$ cat config.mk
export PLATFORM = sky130hd
export DESIGN_NAME = ahb2apb_bridge_nslot
export DESIGN_NICKNAME = d
export VERILOG_FILES = /design/src/rtl/ahb2apb_pkg.sv /design/src/rtl/ahb2apb_timeout_ctr.sv /design/src/rtl/ahb2apb_bridge_nslot.sv
export SDC_FILE = /design/constraint.sdc
export NUM_CORES = 1
export LEC_CHECK = 0
export CORE_MARGIN = 1
export CORE_UTILIZATION = 35
export CTS_CLUSTER_DIAMETER = 120
export CTS_CLUSTER_SIZE = 20
export DETAILED_ROUTE_END_ITERATION = 10
export PLACE_DENSITY = 0.7
export SYNTH_ARGS = -nofsm -noshare
export SYNTH_HDL_FRONTEND = slang
export SYNTH_SLANG_ARGS = --single-unit
export TNS_END_PERCENT = 20
$ cat constraint.sdc
create_clock -name HCLK -period 3.3 [get_ports HCLK]
set_input_delay 0.99 -clock HCLK [delete_from_list [all_inputs] [get_ports HCLK]]
set_output_delay 0.99 -clock HCLK [all_outputs]
set_load 0.03 [all_outputs]
$ cat src/rtl/ahb2apb_pkg.sv
// Shared types and constants for the parametrised AHB-Lite to APB3 bridge.
package ahb2apb_pkg;

  typedef enum logic [2:0] {
    IDLE   = 3'd0,
    LATCH  = 3'd1,
    SETUP  = 3'd2,
    ACCESS = 3'd3,
    ERR1   = 3'd4,
    ERR2   = 3'd5
  } state_e;

  localparam logic [1:0] HTRANS_IDLE   = 2'b00;
  localparam logic [1:0] HTRANS_BUSY   = 2'b01;
  localparam logic [1:0] HTRANS_NONSEQ = 2'b10;
  localparam logic [1:0] HTRANS_SEQ    = 2'b11;

  localparam logic HRESP_OKAY  = 1'b0;
  localparam logic HRESP_ERROR = 1'b1;

  // Ceiling log2, used to size the slot index field and the timeout counter.
  function automatic int clog2(input int value);
    int result;
    result = 0;
    while ((1 << result) < value) begin
      result = result + 1;
    end
    return result;
  endfunction

endpackage

$ cat src/rtl/ahb2apb_timeout_ctr.sv
// APB hang watchdog: counts PREADY-low ACCESS cycles and flags when the
// limit is reached. Only instantiated when APB_TIMEOUT_EN is defined.
module ahb2apb_timeout_ctr #(
  parameter int WIDTH = 8,
  parameter int LIMIT = 255
) (
  input  logic clk_i,
  input  logic rst_ni,
  input  logic clear_i,
  input  logic enable_i,
  output logic expire_o
);

  logic [WIDTH-1:0] count_q;

  // Wait-cycle counter, zeroed just before each ACCESS phase begins.
  always_ff @(posedge clk_i or negedge rst_ni) begin
    if (!rst_ni) begin
      count_q <= '0;
    end else if (clear_i) begin
      count_q <= '0;
    end else if (enable_i) begin
      count_q <= count_q + 1'b1;
    end
  end

  assign expire_o = (count_q == LIMIT[WIDTH-1:0]);

endmodule

$ cat src/rtl/ahb2apb_bridge_nslot.sv
// AHB-Lite slave to APB3 master bridge with NSLOTS decoded PSEL lines,
// PREADY wait states, two-cycle ERROR responses for PSLVERR and decode
// misses. Define APB_TIMEOUT_EN to add a watchdog that aborts an ACCESS
// phase after TIMEOUT_CYCLES PREADY-low cycles.
module ahb2apb_bridge_nslot
  import ahb2apb_pkg::*;
#(
  parameter int ADDR_WIDTH     = 32,
  parameter int DATA_WIDTH     = 32,
  parameter int NSLOTS         = 16,
  parameter int SLOT_LSB       = 24,
  parameter int TIMEOUT_CYCLES = 255
) (
  input  logic                  HCLK,
  input  logic                  HRESETN,
  input  logic                  HSEL,
  input  logic [ADDR_WIDTH-1:0] HADDR,
  input  logic [1:0]            HTRANS,
  input  logic                  HWRITE,
  input  logic [DATA_WIDTH-1:0] HWDATA,
  input  logic                  HREADYIN,
  output logic                  HREADYOUT,
  output logic                  HRESP,
  output logic [DATA_WIDTH-1:0] HRDATA,
  output logic [NSLOTS-1:0]     PSEL,
  output logic [ADDR_WIDTH-1:0] PADDR,
  output logic                  PWRITE,
  output logic                  PENABLE,
  output logic [DATA_WIDTH-1:0] PWDATA,
  input  logic [DATA_WIDTH-1:0] PRDATA,
  input  logic                  PREADY,
  input  logic                  PSLVERR
);

  localparam int SLOT_BITS = clog2(NSLOTS);
  localparam int SLOT_W    = (SLOT_BITS < 1) ? 1 : SLOT_BITS;
  localparam logic [SLOT_W:0] NSLOTS_V = NSLOTS[SLOT_W:0];

  state_e                  state_q;
  logic [SLOT_W-1:0]       slot_q;
  logic [ADDR_WIDTH-1:0]   paddr_q;
  logic                    pwrite_q;
  logic [DATA_WIDTH-1:0]   pwdata_q;
  logic [NSLOTS-1:0]       psel_q;
  logic                    penable_q;
  logic                    hreadyout_q;
  logic                    hresp_q;
  logic [DATA_WIDTH-1:0]   hrdata_q;

  logic [SLOT_W-1:0]       slot_idx;
  logic                    slot_hit;
  logic                    xfer_valid;
  logic                    timeout_hit;

  // A single-slot bridge has no index field, so every address maps to slot 0.
  if (SLOT_BITS == 0) begin : g_one_slot
    assign slot_idx = '0;
  end else begin : g_slot_field
    assign slot_idx = HADDR[SLOT_LSB +: SLOT_W];
  end

  assign slot_hit   = ({1'b0, slot_idx} < NSLOTS_V);
  assign xfer_valid = HSEL && HREADYIN &&
                      ((HTRANS == HTRANS_NONSEQ) || (HTRANS == HTRANS_SEQ));

`ifdef APB_TIMEOUT_EN
  localparam int TO_RAW = clog2(TIMEOUT_CYCLES + 1);
  localparam int TO_W   = (TO_RAW < 8) ? 8 : ((TO_RAW > 16) ? 16 : TO_RAW);

  ahb2apb_timeout_ctr #(
    .WIDTH (TO_W),
    .LIMIT (TIMEOUT_CYCLES)
  ) u_timeout (
    .clk_i    (HCLK),
    .rst_ni   (HRESETN),
    .clear_i  (state_q == SETUP),
    .enable_i ((state_q == ACCESS) && !PREADY),
    .expire_o (timeout_hit)
  );
`else
  logic unused_timeout_cfg;
  assign unused_timeout_cfg = ^TIMEOUT_CYCLES;
  assign timeout_hit = 1'b0;
`endif

  // Bridge FSM; every bus output is registered alongside the state it belongs to.
  always_ff @(posedge HCLK or negedge HRESETN) begin
    if (!HRESETN) begin
      state_q     <= IDLE;
      slot_q      <= '0;
      paddr_q     <= '0;
      pwrite_q    <= 1'b0;
      pwdata_q    <= '0;
      psel_q      <= '0;
      penable_q   <= 1'b0;
      hreadyout_q <= 1'b1;
      hresp_q     <= HRESP_OKAY;
      hrdata_q    <= '0;
    end else begin
      case (state_q)
        IDLE: begin
          if (xfer_valid) begin
            hreadyout_q <= 1'b0;
            if (slot_hit) begin
              paddr_q  <= HADDR;
              pwrite_q <= HWRITE;
              slot_q   <= slot_idx;
              state_q  <= LATCH;
            end else begin
              hresp_q <= HRESP_ERROR;
              state_q <= ERR1;
            end
          end
        end
        LATCH: begin
          if (pwrite_q) begin
            pwdata_q <= HWDATA;
          end
          psel_q  <= NSLOTS'(1) << slot_q;
          state_q <= SETUP;
        end
        SETUP: begin
          penable_q <= 1'b1;
          state_q   <= ACCESS;
        end
        ACCESS: begin
          if (timeout_hit) begin
            psel_q    <= '0;
            penable_q <= 1'b0;
            hresp_q   <= HRESP_ERROR;
            state_q   <= ERR1;
          end else if (PREADY) begin
            psel_q    <= '0;
            penable_q <= 1'b0;
            if (PSLVERR) begin
              hresp_q <= HRESP_ERROR;
              state_q <= ERR1;
            end else begin
              hreadyout_q <= 1'b1;
              state_q     <= IDLE;
              if (!pwrite_q) begin
                hrdata_q <= PRDATA;
              end
            end
          end
        end
        ERR1: begin
          hreadyout_q <= 1'b1;
          state_q     <= ERR2;
        end
        ERR2: begin
          hresp_q <= HRESP_OKAY;
          state_q <= IDLE;
        end
        default: begin
          psel_q      <= '0;
          penable_q   <= 1'b0;
          hreadyout_q <= 1'b1;
          hresp_q     <= HRESP_OKAY;
          state_q     <= IDLE;
        end
      endcase
    end
  end

  assign HREADYOUT = hreadyout_q;
  assign HRESP     = hresp_q;
  assign HRDATA    = hrdata_q;
  assign PSEL      = psel_q;
  assign PADDR     = paddr_q;
  assign PWRITE    = pwrite_q;
  assign PENABLE   = penable_q;
  assign PWDATA    = pwdata_q;

endmodule
**Run 1: zoomed window**

Region (73, 14) to (103, 44) µm. Cells in grey, sequential cells in the stronger grey; small squares are vias.
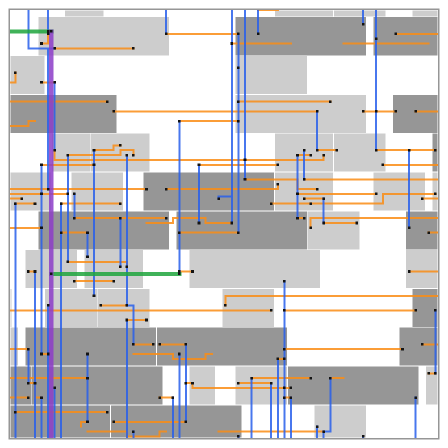
| colour | layer |
|---|---|
| green | M3 |
| orange | M1 |
| purple | M4 |
| blue | M2 |
netlist names of flops here include: `PADDR` (9)
most frequent: clkdlybuf4s50_1 (11), dfrtp_1 (10), mux2_1 (4)
sequential cells in the window: 11
cells with their middle in the window: 34

**Run 1: drive-strength map**

Bar = 20 µm.
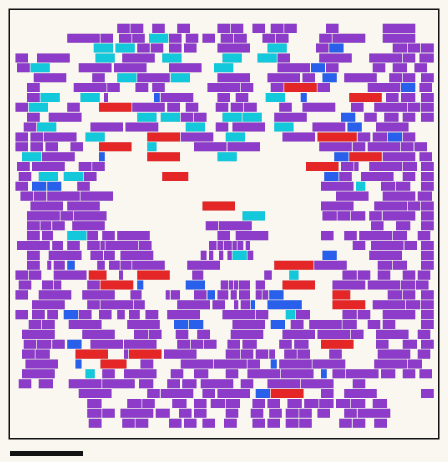
| colour | size | cells |
|---|---|---|
| purple | x1 and smaller | 439 |
| cyan | x3 and x4 | 37 |
| blue | x2 | 31 |
| red | x6 and larger | 23 |

**Run 1: clock routing**

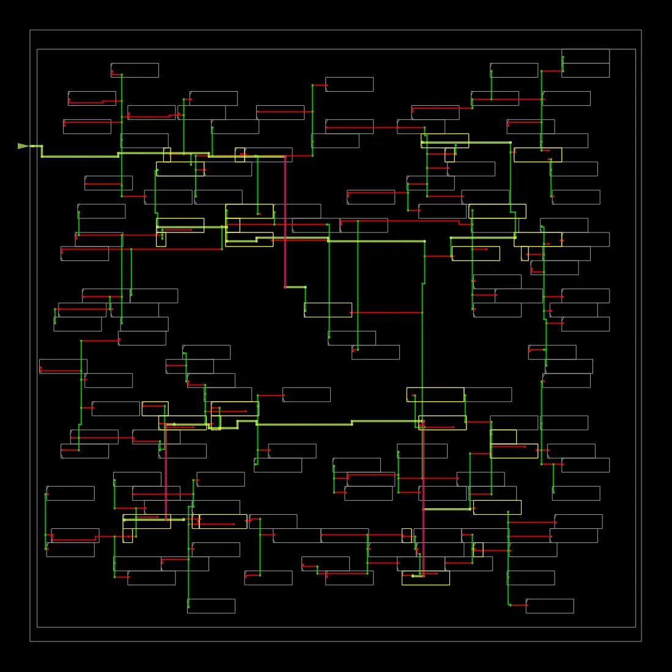
registers: 119
CTS Sinks: 119
clk_lat worst skew: 0.41 ns
Clk power: 1750 µW

==> run notes, run 1 <==
run metrics: OpenROAD warning count 27, Hold Fails Final Rpt 0, Via Count around 3200, dpl cell area about 7100 µm², Avg Cell Area, Syn 16.3 µm², Crit Path Category flip-flop to output pin, Static Leak 0.00335 µW, max-slew violations 0, CP Buf/Inv Count 1, top cells, area dfrtp_1, mux2_1, mux2_4, crit path DAT ~1.7 ns, vias in the first global route ~3600, Wirelength per Cell 15.9 µm, Warnings, synthesis 0, drt pass-1 iters 4, cts bufs inserted 17, die area ~14000 µm², status complete, no violations, slowest stage delay, CP between 0.7 and 0.8 ns, # DRC 0, initial antenna violation count 0
[run 1: cell usage after synthesis (all sizes together)]
cell,count
and2b,1
a22o,6
a2bb2o,1
mux2,97
a21oi,1
a221oi,1
o21ai,4
inv,5
nand4,1
o31a,1
and3,2
nor3,2
a32o,2
a22oi,1
nor2b,4
nand3,2
nor2,4
nor4bb,1
nand3b,1
o31ai,1
nand4b,1
nand2b,1
nor4b,1
dfrtp,118
o2bb2ai,8
or2,1
buf,14
dfstp,1
nand2,5
[run 1: per-layer routing]
metal  global-route usage, %  wire (µm)
met5                       0          0
met4                    6.65        153
met3                    6.93        831
met2                    27.5       5430
met1                    20.4       4720
[run 1: layout make-up]
| class | instances | area, µm² | area share (%) |
|---|---|---|---|
| clock inverter | 10 | 103 | 1.34 |
| sequential | 119 | 2980 | 39.0 |
| timing repair buffer | 224 | 2250 | 29.5 |
| tap | 172 | 215 | 2.82 |
| multi-input combinational | 150 | 1600 | 20.9 |
| clock buffer | 22 | 464 | 6.08 |
| inverter | 5 | 18.8 | 0.246 |
[run 1: per-stage QoR]
stage | setup WS, ns | total power, µW | util, % | std cells | hold slack [ns]
4_1_cts | 0.634 | 8370 | 59.3 | 702 | 0.487
6_report | 0.651 | 8260 | 59.3 | 702 | 0.479
3_5_place_dp | 0.592 | 6560 | 54.9 | 670 | 0.475
5_1_grt | 0.594 | 8670 | 59.3 | 702 | 0.510
3_3_place_gp | 0.607 | 6490 | 54.9 | 670 | 0.469
2_1_floorplan | 1.32 | 4850 | - | 288 | 0.555
[run 1: where the power goes]
part | internal (µW) | switching, µW
combinational | 1860 | 2070
sequential | 2150 | 427
clock | 1140 | 614
total | 5150 | 3110
[run 1: cell families after synthesis]
family / Yosys count / share of synthesized area, %
simple gates: 27 / 3.88
compound gates: 26 / 4.47
flops: 119 / 63.3
buf+inv: 19 / 2.71
mux: 97 / 25.6
[run 1: flip-flops by register name, summed over array words and instances, names as in the netlist]
register,count
slot_q,3
PENABLE,1
PWDATA,32
PADDR,29
HRESP,1
HREADYOUT,1
state_q,3
PSEL,16
PWRITE,1
HRDATA,32
[run 1: final timing paths]
kind / startpoint / slack (ns) / cells after the start / to
setup / recovery: slot_q[0] / 0.65 / 1 / PADDR[24]
hold / removal: PWDATA[12] / 0.48 / 1 / PWDATA[12]
setup reg to reg: state_q[2] / 1.48 / 4 / PWDATA[5]
hold reg to reg: PWDATA[12] / 0.48 / 1 / PWDATA[12]
max in group asynchronous: HRESETN / 1.94 / 2 / PWDATA[0]
min in group asynchronous: HRESETN / 0.60 / 1 / PADDR[29]
[run 1: cell usage in the layout (no fill, tap or decap), types with 2 or more instances in the layout]
cell type,instances
clkdlybuf4s50_1,218
dfrtp_1,118
mux2_1,49
mux2_4,30
mux2_2,18
clkbuf_16,17
o2bb2ai_1,8
clkinv_2,7
a22o_1,6
nand2_1,5
nor2b_1,4
inv_1,4
o21ai_0,4
buf_4,4
nor2_1,3
clkbuf_1,3
a32o_1,2
nor3_1,2
bufinv_16,2
clkbuf_8,2
buf_12,2
**Run 1: clock wires, drivers and flops**

Bar = 20 µm.
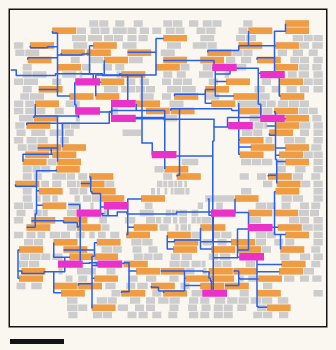

==> inputs of run 2 (changes only) <==
Clock period 3.3 ns to 2.6 ns, I/O delays scaled along.
**Run 2: clock wires, drivers and flops**

Bar = 20 µm.
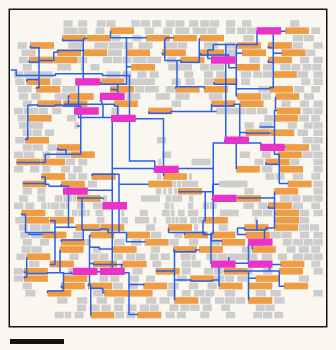
[orange] flip-flops | count: 119
[blue] clock wires | length: 1590 µm
[magenta] clock-net drivers | count: 17
routed clock nets: 18
clock share of power: 22.7%
clk_lat worst skew: 0.40 ns

==> run notes, run 2 <==
run metrics: CTS Sinks 119 (unchanged), status complete, no violations, most numerous logic cells after layout clkdlybuf4s50_1, dfrtp_1, mux2_1, vias in the first global route 3475 (-2.8%), Yosys top cell by instances dfrtp_1, top post-synthesis cells by count dfrtp_1, mux2_1, mux2_4, # DRC 0 (unchanged), Dominant Register Cell dfrtp_1, Reg-to-Reg End PWDATA[5], dpl ws 0.216 ns (-0.376 ns), dpl cell area 7080 µm² (+0.18%), OpenROAD warning count 27 (unchanged), Pwr Total 10700 µW (+30%), Crit Path Category flip-flop to output pin, Post-synth EDFFs 0 (unchanged), most common logic cell in the routed design clkdlybuf4s50_1, simple share 3.88% (unchanged), final std cells w/o fill 701 (-0.14%), CP Buf/Inv Count 1 (unchanged), Warnings, synthesis 0 (unchanged), initial antenna violation count 0 (unchanged), Hold Fails Final Rpt 0 (unchanged), Reg2Reg Depth 4 (unchanged), cts bufs inserted 17 (unchanged), worst flop-to-flop path startpoint state_q[2]
run 2: how the worst max path moves through the flow:
stage | from | to | slack (ns) | cells past startpoint
floorplan | HTRANS[1] | PADDR[10] | 0.83 | 4
global placement | HSEL | slot_q[0] | 0.24 | 5
detailed placement | HSEL | PADDR[4] | 0.22 | 5
CTS | slot_q[0] | PADDR[24] | 0.14 | 1
global route | slot_q[0] | PADDR[24] | 0.08 | 1
finish | slot_q[0] | PADDR[24] | 0.14 | 1
run 2: area by class of cell:
type | count | share of cell area (%)
flip-flops and latches | 119 | 38.7
multi-input cells | 150 | 20.8
clock buffers | 22 | 6.04
repair buffers | 224 | 29.5
inverters | 5 | 0.244
clock inverters | 9 | 1.94
well taps | 172 | 2.80
run 2: logic make-up after synthesis:
group / after synthesis
AND/OR/NAND/NOR: 27
AND-OR/OR-AND: 26
flip-flops: 119
multiplexers: 97
buffers and inverters: 19
run 2: power breakdown:
group	total (µW)	switching [µW]	internal, µW
registers	3270	543	2720
clock network	2430	790	1640
logic	5000	2640	2370
total	10700	3970	6730
run 2: stage by stage:
| stage | utilization (%) | hold slack, ns |
|---|---|---|
| 2_1_floorplan | - | 0.484 |
| 3_3_place_gp | 55.0 | 0.468 |
| 3_5_place_dp | 55.0 | 0.472 |
| 4_1_cts | 59.7 | 0.366 |
| 5_1_grt | 59.7 | 0.381 |
| 6_report | 59.7 | 0.363 |
run 2: worst reg2reg max path: stages (launching register included):
cell,delay (ns)
dfrtp_1,0.50
nor2_2,0.26
and3_1,0.19
buf_4,0.37
mux2_2,0.41
run 2: routing by layer:
layer	wire [µm]	track usage (%)	vias up
met1	4870	21.0	1557
li1	-	-	1497
met3	823	6.25	17
met5	0	0	-
met4	270	8.09	0
met2	5270	26.8	140
==> inputs of run 3 (changes only) <==
Settings changed: TNS_END_PERCENT 20 to 5.
**Run 3: clock wires, drivers and flops**

Bar = 20 µm.
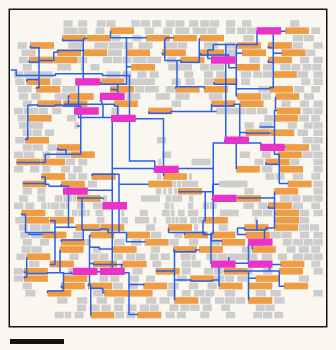
[magenta] clock-net drivers | count: 17
[orange] flip-flops | count: 119
[blue] clock wires | length: 1590 µm
routed clock nets: 18
flops lie: all over the die

==> run notes, run 3 <==
run metrics: status complete, no violations, Post-Route Setup TNS 0 ns, Final Core Density 59.7% (unchanged), Post-synth EDFFs 0 (unchanged), clock share of power 22.7% (about the same), Dominant Register Cell dfrtp_1, Reg-to-Reg End PWDATA[5], Warnings, synthesis 0 (unchanged), most numerous logic cells after layout clkdlybuf4s50_1, dfrtp_1, mux2_1, initial antenna violation count 0 (unchanged), CP required between 1.5 and 2 ns, GRT Total Usage between 10% and 20%, Worst Setup EP PADDR[24], Hold Fails Final Rpt 0 (unchanged), Worst-Margin Slew about 0.63 ns, top post-synthesis cells by count dfrtp_1, mux2_1, mux2_4, clk_lat worst skew 0.40 ns (about the same), Comb power frac 46.7% (about the same), most common logic cell in the routed design clkdlybuf4s50_1, yosys cell count between 200 and 300, worst flop-to-flop path startpoint state_q[2], OpenROAD warning count 27 (unchanged), Sw Share 37.1% (unchanged), row count 41, # DRC 0 (unchanged), cts bufs inserted 17 (unchanged), Wirelength per Cell 16.0 µm, Final ANT Viol Nets 0, dpl cell area 7080 µm² (unchanged), Tcrit/Tclk final a little over nine tenths, CTS Sinks 119 (unchanged), RD Place Congestion 0.752, CP Buf/Inv Count 1 (unchanged), CP startpoint slot_q[0], post-synthesis async set-or-reset flop share 100%, floorplan core density 36.5%, Crit-path slowest cell clkdlybuf4s50_1, Ant. Diodes 0, storage element area 2980 µm², Crit Path Category flip-flop to output pin, Cell Int Power 6730 µW (unchanged), dpl ws 0.216 ns (unchanged), Reg2Reg Depth 4 (unchanged), Seq pwr share 30.5% (about the same), vias in the first global route 3475 (unchanged), final worst slack between 0.1 and 0.15 ns, relative slew slack roughly 58%, Yosys top cell by instances dfrtp_1, Worst path depth 1 (unchanged)
-- run 3: cell counts in the layout (fill, tap and decap cells not counted) --
No cell type changed its count.
-- run 3: how the worst min path moves through the flow --
stage               depth (start not counted)       start    endpoint  slack (ns)
global route                                1     HRESETN   PADDR[16]        0.38
CTS                                         1     HRESETN     PSEL[3]        0.37
detailed placement                          1    PSEL[12]    PSEL[12]        0.47
finish                                      1     HRESETN     PSEL[3]        0.36
floorplan                                   0     HRESETN   HRDATA[0]        0.48
global placement                            1  PWDATA[22]  PWDATA[22]        0.47
-- run 3: area by class of cell --
cell class / count / area share [%]
flip-flops and latches: 119 / 38.7
clock inverters: 9 / 1.94
inverters: 5 / 0.244
repair buffers: 224 / 29.5
multi-input cells: 150 / 20.8
well taps: 172 / 2.80
clock buffers: 22 / 6.04
-- run 3: cell families after synthesis --
family,share of synthesized area [%]
simple gates,3.88
mux,25.6
buf+inv,2.71
compound gates,4.47
flops,63.3
-- run 3: routing by layer --
layer  vias to the layer above  part of all wire [%]  track usage, %
met4                         0                   2.4            8.09
met2                       140                    47            26.8
li1                       1497                     -               -
met3                        17                   7.3            6.25
met5                         -                     0               0
met1                      1557                    43            21.0
-- run 3: power groups by stage --
stage,registers [µW],clock network [µW],logic [µW]
2_1_floorplan,4890,0,1260
3_3_place_gp,3250,0,5000
3_5_place_dp,3290,0,5050
4_1_cts,3270,2490,5060
5_1_grt,3400,2590,5240
6_report,3270,2430,5000
-- run 3: metrics by stage --
step	instances	hold slack [ns]	power, µW
after floorplan	288	0.484	6150
after global placement	670	0.468	8240
after detailed placement	670	0.472	8330
after CTS	701	0.366	10800
after global routing	701	0.381	11200
final	701	0.363	10700
Power and IR drop assume default switching activity.
